--- src/rtl/data_selector_ctrl.sv ---
// Sweep sequencer for the data selector: reads the tile memory over an address window and
// presents each address one cycle later, aligned with the returned data; repeats until the row FIFOs drain.
module data_selector_ctrl #(
   parameter int ADDR_WIDTH      = 6,
   parameter int HEIGHT          = 4,
   parameter int SWEEP_CNT_WIDTH = 8
) (
   input  logic                       i_clk,
   input  logic                       i_nrst,
   input  logic                       i_start,
   input  logic                       i_reg_clear,
   input  logic                       i_stall_en,
   input  logic [ADDR_WIDTH-1:0]      i_addr_start,
   input  logic [ADDR_WIDTH-1:0]      i_addr_end,
   input  logic [0:HEIGHT-1]          i_rr_fifo_empty,
   input  logic [0:HEIGHT-1]          i_rr_data_hit,
   output logic                       o_mem_read_en,
   output logic [ADDR_WIDTH-1:0]      o_mem_addr,
   output logic                       o_ds_en,
   output logic                       o_ds_valid_addr,
   output logic [ADDR_WIDTH-1:0]      o_ds_current_addr,
   output logic                       o_busy,
   output logic                       o_done,
   output logic                       o_error,
   output logic [SWEEP_CNT_WIDTH-1:0] o_sweep_count
);

   typedef enum logic [2:0] {
      IDLE  = 3'd0,
      READ  = 3'd1,
      DRAIN = 3'd2,
      CHECK = 3'd3,
      DONE  = 3'd4
   } state_t;

   state_t                     r_state;
   state_t                     w_next;
   logic [ADDR_WIDTH-1:0]      r_addr;
   logic [ADDR_WIDTH-1:0]      r_start;
   logic [ADDR_WIDTH-1:0]      r_end;
   logic                       r_ds_valid;
   logic [ADDR_WIDTH-1:0]      r_ds_addr;
   logic                       r_sweep_hit;
   logic                       r_error;
   logic [SWEEP_CNT_WIDTH-1:0] r_sweep_count;
   logic                       w_read_en;
   logic                       w_ds_en;
   logic [ADDR_WIDTH-1:0]      w_mem_addr;
   logic                       w_any_hit;
   logic                       w_all_empty;

   assign w_any_hit   = |i_rr_data_hit;
   assign w_all_empty = &i_rr_fifo_empty;
   assign w_mem_addr  = (r_state == READ) ? r_addr : '0;

   always_comb begin
      w_next    = r_state;
      w_read_en = 1'b0;
      w_ds_en   = 1'b0;
      case (r_state)
         IDLE: begin
            if (i_start) begin
               w_next = (i_addr_start > i_addr_end) ? DONE : READ;
            end
         end
         READ: begin
            w_ds_en   = 1'b1;
            w_read_en = ~i_stall_en;
            if (!i_stall_en && (r_addr == r_end)) begin
               w_next = DRAIN;
            end
         end
         DRAIN: begin
            w_ds_en = 1'b1;
            if (!i_stall_en) begin
               w_next = CHECK;
            end
         end
         CHECK: begin
            if (w_all_empty || !r_sweep_hit) begin
               w_next = DONE;
            end else begin
               w_next = READ;
            end
         end
         DONE:    w_next = IDLE;
         default: w_next = IDLE;
      endcase
   end

   always_ff @(posedge i_clk or negedge i_nrst) begin
      if (!i_nrst) begin
         r_state       <= IDLE;
         r_addr        <= '0;
         r_start       <= '0;
         r_end         <= '0;
         r_ds_valid    <= 1'b0;
         r_ds_addr     <= '0;
         r_sweep_hit   <= 1'b0;
         r_error       <= 1'b0;
         r_sweep_count <= '0;
      end else if (i_reg_clear) begin
         r_state       <= IDLE;
         r_addr        <= '0;
         r_start       <= '0;
         r_end         <= '0;
         r_ds_valid    <= 1'b0;
         r_ds_addr     <= '0;
         r_sweep_hit   <= 1'b0;
         r_error       <= 1'b0;
         r_sweep_count <= '0;
      end else begin
         r_state <= w_next;
         // Memory holds its output while stalled, so the presented address holds too.
         if (!i_stall_en) begin
            r_ds_valid <= w_read_en;
            r_ds_addr  <= w_mem_addr;
         end
         case (r_state)
            IDLE: begin
               if (i_start) begin
                  r_start       <= i_addr_start;
                  r_end         <= i_addr_end;
                  r_addr        <= i_addr_start;
                  r_error       <= 1'b0;
                  r_sweep_count <= '0;
                  r_sweep_hit   <= 1'b0;
               end
            end
            READ: begin
               if (!i_stall_en) begin
                  r_sweep_hit <= r_sweep_hit | w_any_hit;
                  if (r_addr != r_end) begin
                     r_addr <= r_addr + 1'b1;
                  end
               end
            end
            DRAIN: begin
               if (!i_stall_en) begin
                  r_sweep_hit <= r_sweep_hit | w_any_hit;
               end
            end
            CHECK: begin
               if (!(&r_sweep_count)) begin
                  r_sweep_count <= r_sweep_count + 1'b1;
               end
               if (!w_all_empty) begin
                  if (!r_sweep_hit) begin
                     r_error <= 1'b1;
                  end else begin
                     r_sweep_hit <= 1'b0;
                     r_addr      <= r_start;
                  end
               end
            end
            default: ;
         endcase
      end
   end

   assign o_mem_read_en     = w_read_en;
   assign o_mem_addr        = w_mem_addr;
   assign o_ds_en           = w_ds_en;
   assign o_ds_valid_addr   = r_ds_valid;
   assign o_ds_current_addr = r_ds_addr;
   assign o_busy            = (r_state != IDLE);
   assign o_done            = (r_state == DONE);
   assign o_error           = r_error;
   assign o_sweep_count     = r_sweep_count;

endmodule

--- config.mk ---
export PLATFORM = sky130hd
export DESIGN_NAME = data_selector_ctrl
export DESIGN_NICKNAME = d
export VERILOG_FILES = /design/src/rtl/data_selector_ctrl.sv
export SDC_FILE = /design/constraint.sdc
export NUM_CORES = 1
export LEC_CHECK = 0
export ABC_CLOCK_PERIOD_IN_PS = 2100
export CORE_UTILIZATION = 45
export CTS_BUF_LIST = sky130_fd_sc_hd__clkbuf_4
export DETAILED_ROUTE_END_ITERATION = 10
export PLACE_DENSITY = 0.71
export REMOVE_ABC_BUFFERS = 1
export SYNTH_ARGS = -nofsm -noshare
export SYNTH_HDL_FRONTEND = slang
export SYNTH_SLANG_ARGS = --single-unit
--- constraint.sdc ---
create_clock -name i_clk -period 2.1 [get_ports i_clk]
set_input_delay 0.42 -clock i_clk [delete_from_list [all_inputs] [get_ports i_clk]]
set_output_delay 0.42 -clock i_clk [all_outputs]
set_load 0.01 [all_outputs]
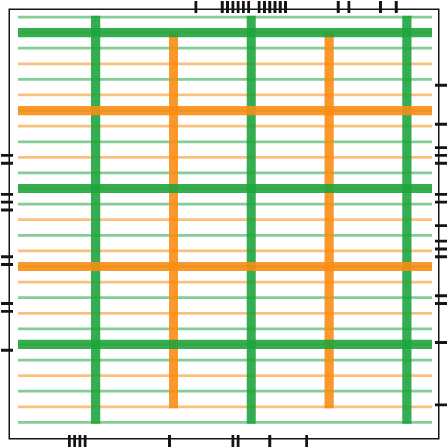
run_1/power_grid.png
Pins as bars on the die edge.
net	color
VDD	orange
VSS	green
met5 straps	5
rows	26
signal pins	51
met4 straps	5
met1 rails	27

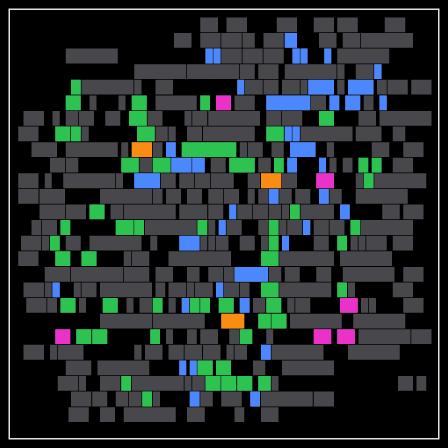
run_1/logic_types.png
family	color	cells
NOR gates	blue	41
AND-OR and OR-AND gates	magenta	6
multiplexers	orange	3
inverting AOI/OAI gates	green	55
filler-free cell count of the finished design: 418
Commonest Layout Cell: clkdlybuf4s50_1

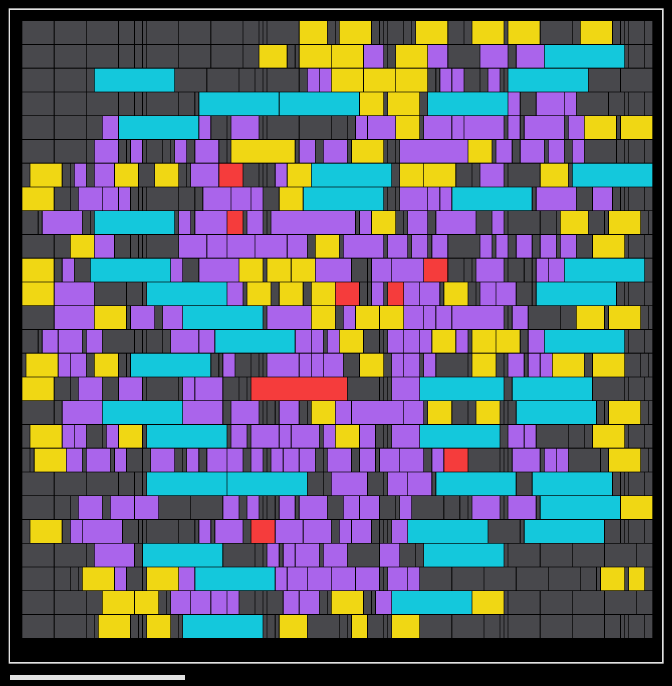
run_1/placement_by_type.png
Bar = 20 um. Fill, decap, tap and diode cells in gray.
class	color	cells
clock drivers and dummy loads	red	8
flops	cyan	38
other buffers and delay cells	yellow	87
combinational and other logic	purple	215
core area: 0.00511 sq mm
Core Rows: 26
Final Instance Area: 0.00327 sq mm

==> Changelog: implementation, run 1 <==
### Metrics

- GR Overflow Total: 0
- #FFs+latches synth: 38
- Final nets: 380
- Post-Syn Instances: 268
- Lkg Pwr: 1.48 nW
- Die H: 74.7 um
- Endpoints failing hold: 0
- I/O pins: 51
- Chip area in the Yosys report: 0.00238 sq mm
- Worst path most repeated cell: buf_4
- # Cells Yosys: 268
- Met3 usage: 4.82%
- Mean Syn Cell Area: 8.87 sq um
- DR iter-0 viols: 169
- Met2 WL post-DR: 2780 um
- I/O Buffers: 50
- Total Wirelength: 5910 um
- Outcome: complete, no violations
- Routability cong.: 0.924
- Vias in the first global route: 2014
- CTS tree: yes
- Wire length per cell: 14.1 um
- Chip area: 0.00557 sq mm
- Worst path cell trace: buf_4 -> buf_4 -> nor3_2 -> clkdlybuf4s15_1
- Post-layout util: 64.0%
- Via count: 2191
- TritonCTS buffer count: 5
- Critical path depth in cells: 4
- First-pass DRT Iterations: 4
- DR vias/cell: 5.24
- Crit Path Max Fanout: 9
- Area Growth Syn to Fin: 37.7%
- DR DRC count: 0
- Share of cells above drive strength 1: 17.5%
- Dpl hpwl: 4550 um
- Root buffer cell: clkbuf_4
- Worst Max-Slew Pin Slew: 0.476 ns
- Sink Count: 38
- Met3 WL: 284 um
-- run 1: synth_stat cells, types with 6 or more instances --
master	n	share of area (%)
dfrtp_1	38	40
nand2_1	31	4.9
nor2_1	20	3.2
inv_1	17	2.7
o21ai_0	16	3.4
nand3_1	12	2.5
nor3_1	12	2.5
nand2b_1	10	2.6
o31ai_1	9	2.8
ha_1	8	4.2
xor2_1	8	2.9
a21oi_1	7	1.5
clkbuf_1	7	1.1
xnor2_1	7	2.6
buf_2	6	1.3
-- run 1: registers in the layout, summed over array words and instances (netlist names) --
| register | flops |
|---|---|
| o_sweep_count | 8 |
| o_ds_current_addr | 6 |
| r_addr | 6 |
| r_end | 6 |
| r_start | 6 |
| r_state | 3 |
| o_ds_valid_addr | 1 |
| o_error | 1 |
| r_sweep_hit | 1 |
-- run 1: path summary, 6_finish.rpt --
path | slack, ns | end | from
min in group i_clk | 0.49 | o_ds_current_addr[5]$_DFFE_PN0P_ | o_ds_current_addr[5]$_DFFE_PN0P_
worst max register to register | 0.23 | o_sweep_count[7]$_DFFE_PN0P_ | r_state[1]$_DFFE_PN0P_
max in group asynchronous | 1.65 | r_state[1]$_DFFE_PN0P_ | i_nrst
worst max-delay path | 0.06 | o_mem_addr[1] | r_state[1]$_DFFE_PN0P_
worst min-delay path | 0.09 | o_sweep_count[1]$_DFFE_PN0P_ | i_nrst
worst min register to register | 0.49 | o_ds_current_addr[5]$_DFFE_PN0P_ | o_ds_current_addr[5]$_DFFE_PN0P_
-- run 1: stage by stage --
step	hold slack, ns	instance area (sq um)	worst slack, ns	power (mW)	TNS, ns
2_1_floorplan	0.124	2300	-0.110	1.32	-0.812
3_3_place_gp	0.459	3140	0.00341	1.70	0
3_5_place_dp	0.469	3140	-0.0533	1.71	-0.0686
4_1_cts	0.102	3250	0.00340	2.23	0
5_1_grt	0.120	3270	-0.00686	2.37	-0.00686
6_report	0.0940	3270	0.0604	2.22	0
-- run 1: layout make-up --
class                      count  area [sq um]
sequential                    38           952
clock buffer                   5          37.5
timing repair buffer          87           772
multi-input combinational    198          1320
clock inverter                 3          40.0
fill                         446          1840
tap                           70          87.6
inverter                      17          63.8
-- run 1: power by group --
part | switching, mW | internal, mW
clock | 0.251 | 0.247
sequential | 0.0772 | 0.809
combinational | 0.451 | 0.390
total | 0.779 | 1.45
-- run 1: placed cells by master, fill, tap and decap left out, types with 4 or more instances in the layout --
master / instances
o211ai_1: 4
xnor2_1: 7
o31ai_1: 9
ha_1: 8
nand2_1: 31
and2_1: 4
inv_1: 17
nor2_1: 20
dlygate4sd2_1: 7
clkdlybuf4s50_1: 39
a21oi_1: 7
nor3_1: 10
xor2_1: 7
and3_1: 5
nand3_1: 12
nand2b_1: 9
clkbuf_4: 5
o21ai_0: 16
dfrtp_1: 37
buf_4: 36
-- run 1: kinds of logic (layout without fill, tap and decap cells) --
group	count (synthesis)	after routing	synth area share, %
buffers and inverters	32	112	5.85
adder cells (fa/ha/maj)	8	8	4.21
multiplexers	3	3	1.32
XOR/XNOR	15	15	5.53
flip-flops	38	38	40.0
AND-OR/OR-AND	61	61	18.3
AND/OR/NAND/NOR	111	111	24.8
==> run 2: changes to the inputs <==
--- a/config.mk
+++ b/config.mk
@@ -6,11 +6,13 @@
 export NUM_CORES = 1
 export LEC_CHECK = 0
 export ABC_CLOCK_PERIOD_IN_PS = 2100
+export CORE_ASPECT_RATIO = 1.75
 export CORE_UTILIZATION = 45
 export CTS_BUF_LIST = sky130_fd_sc_hd__clkbuf_4
 export DETAILED_ROUTE_END_ITERATION = 10
 export PLACE_DENSITY = 0.71
 export REMOVE_ABC_BUFFERS = 1
+export SKIP_LAST_GASP = 1
 export SYNTH_ARGS = -nofsm -noshare
 export SYNTH_HDL_FRONTEND = slang
 export SYNTH_SLANG_ARGS = --single-unit
==> run 2 against run 1 <==
The run now ends with DRC left. Register-to-register slack improved by 0.04 ns. Synthesized cell count unchanged. Utilization decreased by 0.83 points. Synthesized area unchanged. First-iteration DRC count decreased by 49%.
==> Changelog: implementation, run 2 <==
### Metrics

- Worst Max-Slew Pin Slew: 0.488 ns
- Routability cong.: 0.889
- Worst EP required: 1.68 ns
- Sequential share of the synthesized area: 40.0%
- GR Overflow Total: 0
- I/O pins: 51
- Post-layout util: 63.2%
- First-pass DRT Iterations: 7
- Vias in the first global route: 2355
- Top FF cell, synth: dfrtp_1
- Post-Syn Instances: 268
- Slowest CP cell: dfrtp_2
- Chip area: 0.00559 sq mm
- Lkg Pwr: 1.45 nW
- Commonest cells post-synth: dfrtp_1, nand2_1, nor2_1
- Chip area in the Yosys report: 0.00238 sq mm
- Area Growth Syn to Fin: 33.5%
- Total Wirelength: 5900 um
- #FFs+latches synth: 38
- DR iter-0 viols: 87
- Initial antenna violation count: 1
- Mean Syn Cell Area: 8.87 sq um
- Via count: 2244
- CTS tree: yes
- Core Rows: 34
- Outcome: finished, violations left
- Share of cells above drive strength 1: 15.7%
- # Cells Yosys: 268
- Final Instance Area: 0.00317 sq mm
- R2r startpoint: r_state[1]$_DFFE_PN0P_
- Top-area cell share: 40.0%
- Number of flip-flops in the largest register: 8
- Endpoints failing hold: 0
- Wire length per cell: 14.8 um
- DR DRC count: 10
- Commonest Layout Cell: clkdlybuf4s50_1
- Fp util: 47.3%
- Post-route ant nets: 0
- Sink Count: 38
- Setup_tns: 0 ns
- DP Area: 0.00310 sq mm
- Hold_ws: 0.483 ns
- I/O Buffers: 50
- Yosys top cell by area: dfrtp_1
- Root buffer cell: clkbuf_4
- DR vias/cell: 5.62
- Worst path cell trace: buf_4 -> xor2_2 -> and2_1 -> dlygate4sd2_1
- Synth area leaders: dfrtp_1, nand2_1, ha_1
- Clk buf depth: 2
- CP startpoint: r_state[1]$_DFFE_PN0P_
- Fillers: 479
- Most common logic cells in the final layout: clkdlybuf4s50_1, dfrtp_1, buf_4, nand2_1, nor2_1
- Crit Path Max Fanout: 5
- Top-count cell post-synth: dfrtp_1
- Dpl hpwl: 4640 um
- Critical path's largest stage delay: 0.47 ns
- Stage-log warning count: 25
- Failing checks: DRC
- Final nets: 376
- TritonCTS buffer count: 5
- Filler-free cell count of the finished design: 399
==> run 2: cell counts after synthesis <==
No cell type changed its count.
==> run 2: path summary, 6_finish.rpt <==
kind | end | slack, ns | depth (start not counted)
max | o_ds_en | 0.09 | 4
min | r_start[3]$_DFFE_PN0P_ | 0.48 | 2
max reg2reg | o_sweep_count[7]$_DFFE_PN0P_ | 0.27 | 8
min reg2reg | o_ds_current_addr[1]$_DFFE_PN0P_ | 0.49 | 2
max in group asynchronous | r_state[1]$_DFFE_PN0P_ | 1.26 | 2
min in group i_clk | o_ds_current_addr[1]$_DFFE_PN0P_ | 0.49 | 2
==> run 2: report_power, final <==
group / total [mW] / switching, mW / internal (mW)
logic: 0.790 / 0.426 / 0.364
registers: 0.881 / 0.0719 / 0.809
clock network: 0.385 / 0.246 / 0.139
==> run 2: per-stage QoR <==
step	total power, mW	worst slack (ns)
after floorplan	1.32	-0.110
after global placement	1.68	-0.0448
after detailed placement	1.70	-0.0919
after CTS	2.07	0.0911
after global routing	2.20	0.00728
final	2.06	0.0936
==> run 2: metal layers <==
metal / part of all wire, % / global-route usage (%) / vias up / wire length (um)
met5: 0 / 0 / - / 0
met4: 2.7 / 12.4 / 0 / 162
met3: 3.5 / 2.91 / 16 / 207
met2: 58 / 44.8 / 57 / 3420
met1: 36 / 24.3 / 1074 / 2120
li1: - / - / 1097 / -
==> run 2: final cells by class <==
cell class	count	area (sq um)	share of cell area [%]
multi-input combinational	198	1300	41.0
sequential	38	952	30.0
timing repair buffer	83	732	23.1
tap	54	67.6	2.13
inverter	17	63.8	2.01
clock buffer	6	45.0	1.42
clock inverter	2	8.76	0.276
antenna	1	2.50	0.0789
==> run 2: cells by family after synthesis <==
logic type,after synthesis,synth area share [%]
simple gates,111,24.8
compound gates,61,18.3
flops,38,40.0
buf+inv,32,5.85
xor+xnor,15,5.53
fa+ha+maj,8,4.21
mux,3,1.32
==> run 2: repair_timing <==
| action | in CTS | in global routing |
|---|---|---|
| endpoints found under the hold margin | 0 | 0 |
| hold buffers | 0 | 0 |
| buffers inserted | 2 | 0 |
| gates cloned | 0 | 0 |
| endpoints found under the setup margin | 10 | 1 |
| gates resized | 14 | 2 |
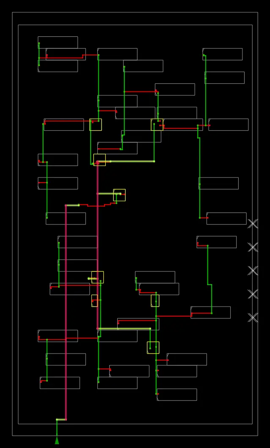
run_2/clocks.png
clock buffers: 6
Power Clock: 0.385 mW
Clock Latency Late Sink: 0.35 ns
clk_skew: 0.00510 ns

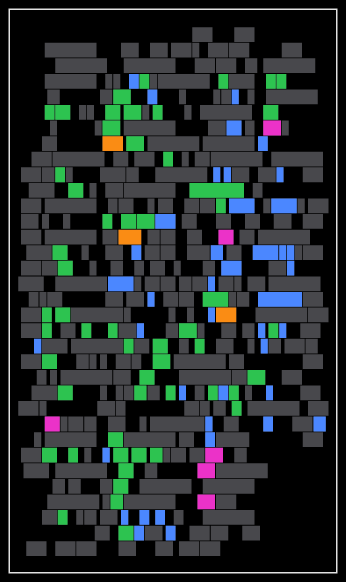
run_2/logic_types.png
family	color	cells
multiplexers	orange	3
NOR gates	blue	41
AND-OR and OR-AND gates	magenta	6
inverting AOI/OAI gates	green	55

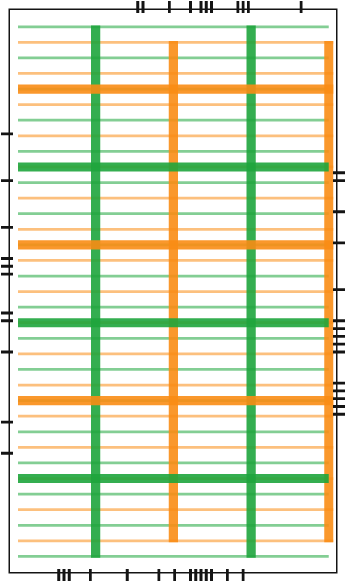
run_2/power_grid.png
Pins as bars on the die edge.
net	color
VDD	orange
VSS	green
rows	34
met5 straps	6
met1 rails	35
signal pins	51
Die H: 98.1 um
Die Width: 56.9 um
Peak VDD IR: 389 uV
core area: 0.00502 sq mm

Power is estimated from default activity; no workload was simulated.
